===== config.mk =====
export PLATFORM = sky130hd
export DESIGN_NAME = weight_mem_loader
export DESIGN_NICKNAME = d
export VERILOG_FILES = /design/src/rtl/weight_mem_loader.sv
export SDC_FILE = /design/constraint.sdc
export NUM_CORES = 1
export LEC_CHECK = 0
export CORE_MARGIN = 2
export CORE_UTILIZATION = 35
export DETAILED_ROUTE_END_ITERATION = 12
export DONT_BUFFER_PORTS = 1
export GPL_ROUTABILITY_DRIVEN = 1
export GPL_TIMING_DRIVEN = 0
export PLACE_DENSITY = 0.46
export SYNTH_ARGS = -nofsm -noshare
export SYNTH_HDL_FRONTEND = slang
export SYNTH_SLANG_ARGS = --single-unit

===== constraint.sdc =====
create_clock -name clk -period 2.09 [get_ports clk]
set_clock_uncertainty 0.1 [all_clocks]
set_input_delay 0.627 -clock clk [delete_from_list [all_inputs] [get_ports clk]]
set_output_delay 0.627 -clock clk [all_outputs]
set_load 0.005 [all_outputs]

===== src/rtl/weight_mem_loader.sv =====
// Byte-stream loader for the weight RAM: assembles MSB-first beats into
// words and strobes them into addresses 0..numWeight-1, then pulses done.
module weight_mem_loader #(
    parameter int numWeight    = 16,
    parameter int addressWidth = 4,
    parameter int dataWidth    = 16,
    parameter int inWidth      = 8
) (
    input  logic                    clk,
    input  logic                    rst,
    input  logic                    start,
    input  logic [inWidth-1:0]      in_data,
    input  logic                    in_valid,
    output logic                    in_ready,
    output logic                    wen,
    output logic [addressWidth-1:0] wadd,
    output logic [dataWidth-1:0]    win,
    output logic                    busy,
    output logic                    done
);

    localparam int BPW = dataWidth / inWidth;
    localparam int BCW = (BPW > 1) ? $clog2(BPW) : 1;
    localparam logic [BCW-1:0] LAST_BEAT = BCW'(BPW - 1);
    localparam logic [addressWidth-1:0] LAST_ADDR = addressWidth'(numWeight - 1);

    typedef enum logic [1:0] {
        IDLE,
        LOAD,
        WRITE,
        DONE
    } state_t;

    state_t                  state;
    state_t                  state_nx;
    logic [BCW-1:0]          beat;
    logic [addressWidth-1:0] addr;
    logic [dataWidth-1:0]    word_nx;
    logic                    hs;
    logic                    last;

    assign hs   = in_valid & in_ready;
    assign last = hs && (beat == LAST_BEAT);

    // Only the first BPW-1 beats need holding; the last one goes straight to win.
    generate
        if (BPW > 1) begin : g_shreg
            logic [dataWidth-inWidth-1:0] shreg;

            always_ff @(posedge clk or posedge rst) begin
                if (rst) begin
                    shreg <= '0;
                end else if (hs) begin
                    shreg <= word_nx[dataWidth-inWidth-1:0];
                end
            end

            assign word_nx = {shreg, in_data};
        end else begin : g_noshreg
            assign word_nx = in_data;
        end
    endgenerate

    always_ff @(posedge clk or posedge rst) begin
        if (rst) begin
            state <= IDLE;
        end else begin
            state <= state_nx;
        end
    end

    always_comb begin
        state_nx = state;
        unique case (state)
            IDLE:  if (start) state_nx = LOAD;
            LOAD:  if (last) state_nx = WRITE;
            WRITE: state_nx = (addr == LAST_ADDR) ? DONE : LOAD;
            DONE:  state_nx = IDLE;
        endcase
    end

    always_comb begin
        in_ready = 1'b0;
        wen      = 1'b0;
        busy     = 1'b0;
        done     = 1'b0;
        unique case (state)
            IDLE: ;
            LOAD: begin
                in_ready = 1'b1;
                busy     = 1'b1;
            end
            WRITE: begin
                wen  = 1'b1;
                busy = 1'b1;
            end
            DONE: done = 1'b1;
        endcase
    end

    // wadd/win are loaded together with the last beat so they hold between writes.
    always_ff @(posedge clk or posedge rst) begin
        if (rst) begin
            beat <= '0;
            addr <= '0;
            wadd <= '0;
            win  <= '0;
        end else begin
            if (state == IDLE && start) begin
                beat <= '0;
                addr <= '0;
            end
            if (hs) begin
                if (last) begin
                    beat <= '0;
                    win  <= word_nx;
                    wadd <= addr;
                end else begin
                    beat <= beat + 1'b1;
                end
            end
            if (state == WRITE && addr != LAST_ADDR) begin
                addr <= addr + 1'b1;
            end
        end
    end

endmodule


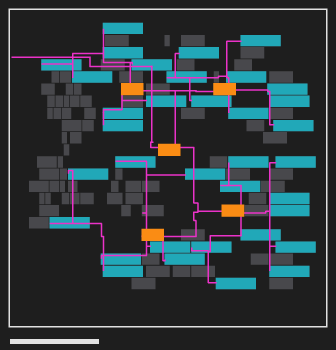
Fig. 1. Clock wires, drivers and flops.
The bar under the picture is 20 um long.
- clock wires: magenta (length 430 um)
- flip-flops: cyan (count 35)
- clock drivers: orange (count 5)
- routed clock nets: 6

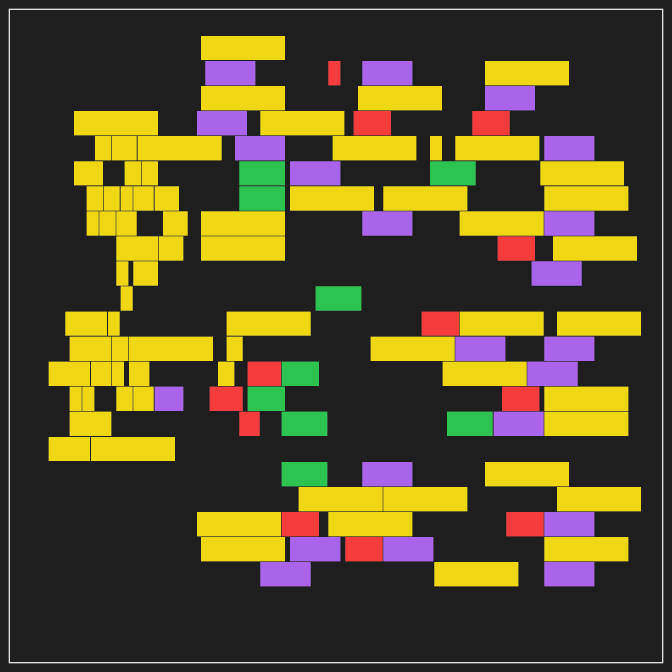
Fig. 2. Cell sizes after repair.
- _3 and _4 cells: purple (cells 21)
- _0 and _1 cells: yellow (cells 71)
- _2 cells: red (cells 12)
- _6 and larger: green (cells 9)
post-route worst setup slack: 238.4 ps
Buffers excl. clock: 2

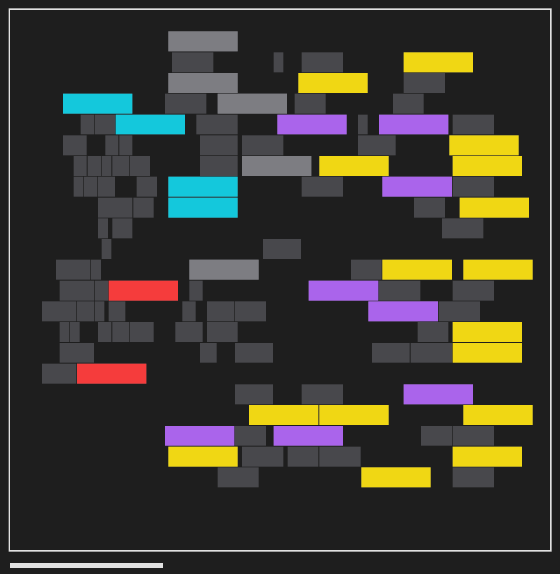
Fig. 3. Register map, names as in the netlist.
The bar under the picture is 20 um long.
- `g_shreg.shreg`: purple (flops 8)
- `state`: red (flops 2)
- `win`: yellow (flops 16)
- `addr`: cyan (flops 4)
Register Area: 875.8 um^2
Finished Core Util: 39.90%
fraction of area in registers: 50.76%

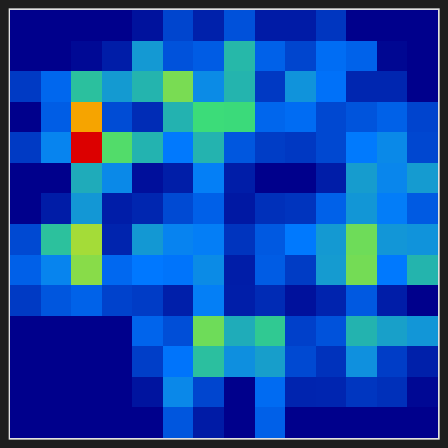
Fig. 4. Signal metal coverage by tile.
14 x 14 tiles, from dark blue (low) to red (high), scaled to the fullest tile. Values are wire area over tile area, all layers added.
- tiles over half the peak: 4.6%
- fullest tile: 0.46
- emptiest ninth of the die: south-west
post-detailed-routing wire length: 2.587 mm
GRT Overall Usage: 11.56%
via count: 853

==> impl_metrics.tcl <==
# place-and-route summary
set metrics [dict create \
    status "completed" \
    drtIter0Drc 24 \
    setup_viol 0 \
    warning_count 30 \
    synth_top_area_share_pct 56.13 \
    cts_made_buffers 5 \
    ir_worst_vdd_mv 0.4351 \
    r2r_setup_slack_ps 440 \
    seqPwrFrac_pct 49.0 \
    syn_area_per_cell_um2 14.86 \
    cp.arrival_ps 1120 \
    clock_path_buffers 2 \
    seq_cell_count 35 \
    setup-tns-final_ps 0 \
    power_density_nw_per_um2 1508 \
    fp_nets 123 \
    yosysTopAreaCell "dfrtp_1" \
    drtAntennaViolNets 0 \
    clock_power_share_pct 20.0 \
    cts_setup_buffers 0 \
    layout.comb_gates.multi_input 64 \
    antenna_cells 0 \
    largest_cell_class "sequential cells" \
    grt_pass1_vias 845 \
    period_used_pct 88.59 \
    buffer_area_share_pct 1.305 \
    synth_flops 35 \
    startpoint "state[0]" \
    sh_comb_area_pct 37.49 \
    slew_viol_final 0 \
    timing.rr.start "state[1]" \
    synth_cells 105 \
    areaGrowthSynthToFinish_pct 10.59 \
    synth_cell_types 24 \
    power_clock_mw 0.520 \
    ctsResizeCount 0 \
    critical-path-top-delay-family "flip-flops" \
    lay_top_count "dfrtp_1" \
    cts.clk_slew.worst_paths_ps 70 \
    comb-power_mw 0.809 \
    power.total_mw 2.603 \
    hold_ws_ps 249.7 \
    fin_nets 130 \
    holdCritPathClass "primary input to async pin" \
    placed_area_um2 1625 \
    worstSetupPathType "register to primary output" \
    clkbuf_count 8 \
    fin_cells 165 \
    path_buffers 1 \
    yosys_cells 105 \
    h-tree-depth 2 \
    yosysWarnings 0 \
    switching_share_pct 30.10 \
    worst-path-max-fanout 6 \
    cts.sink_count 35 \
    hpwl_mm 1.800 \
    required_ps 1360 \
    fin_crit_ps 1852 \
    drive_gt1_share_pct 37.17 \
    wire_per_inst_um 15.68 \
    final-clk-cell-share_pct 5.801 \
    fp_util_pct 36.08 \
    insertion_delay_ps 280 \
    grt_max_degree 36 \
    drc 0 \
    top_power_group "registers" \
    die_x_um 70.77 \
]
-- kinds of logic after synthesis --
group / Yosys count / synth area share, %
adders and majority gates: 6 / 4.811
AOI/OAI and AO/OA: 12 / 4.972
muxes: 28 / 25.02
buffers and inverters: 6 / 2.405
and+or+nand+nor: 17 / 6.096
DFF: 35 / 56.13
xor gates and xnor gates: 1 / 0.5614
-- flip-flops by register name, summed over array words and instances, names as in the netlist --
| register | count |
|---|---|
| win | 16 |
| g_shreg.shreg | 8 |
| addr | 4 |
| wadd | 4 |
| state | 2 |
| beat | 1 |
-- Yosys cell counts --
| cell type | instances |
|---|---|
| nand3b_1 | 1 |
| xnor2_1 | 1 |
| nand3_2 | 1 |
| a21bo_2 | 1 |
| nand4_1 | 1 |
| nand2b_1 | 1 |
| inv_1 | 4 |
| ha_1 | 6 |
| nor2_1 | 2 |
| o31ai_1 | 1 |
| nor3_1 | 1 |
| a31oi_1 | 2 |
| o211ai_1 | 3 |
| and3_1 | 1 |
| dfrtp_1 | 35 |
| and2_4 | 1 |
| a21oi_1 | 2 |
| nand3_1 | 4 |
| nand2_1 | 3 |
| mux2_4 | 20 |
| o21ai_0 | 3 |
| mux2_2 | 8 |
| buf_6 | 2 |
| nand2_2 | 1 |
-- metal layers --
metal / track usage [%] / part of all wire (%) / up-vias
met5: 0 / 0 / -
met4: 5.031 / 0.66 / 0
met3: 5.413 / 7.5 / 2
met2: 17.13 / 48 / 31
met1: 14.48 / 44 / 429
li1: - / - / 391
-- worst paths after layout --
check | endpoint | depth (start not counted)
max | wen | 2
min | state[1] | 1
max reg2reg | win[6] | 5
min reg2reg | win[9] | 1
max in group asynchronous | win[12] | 1
min in group clk | win[1] | 1
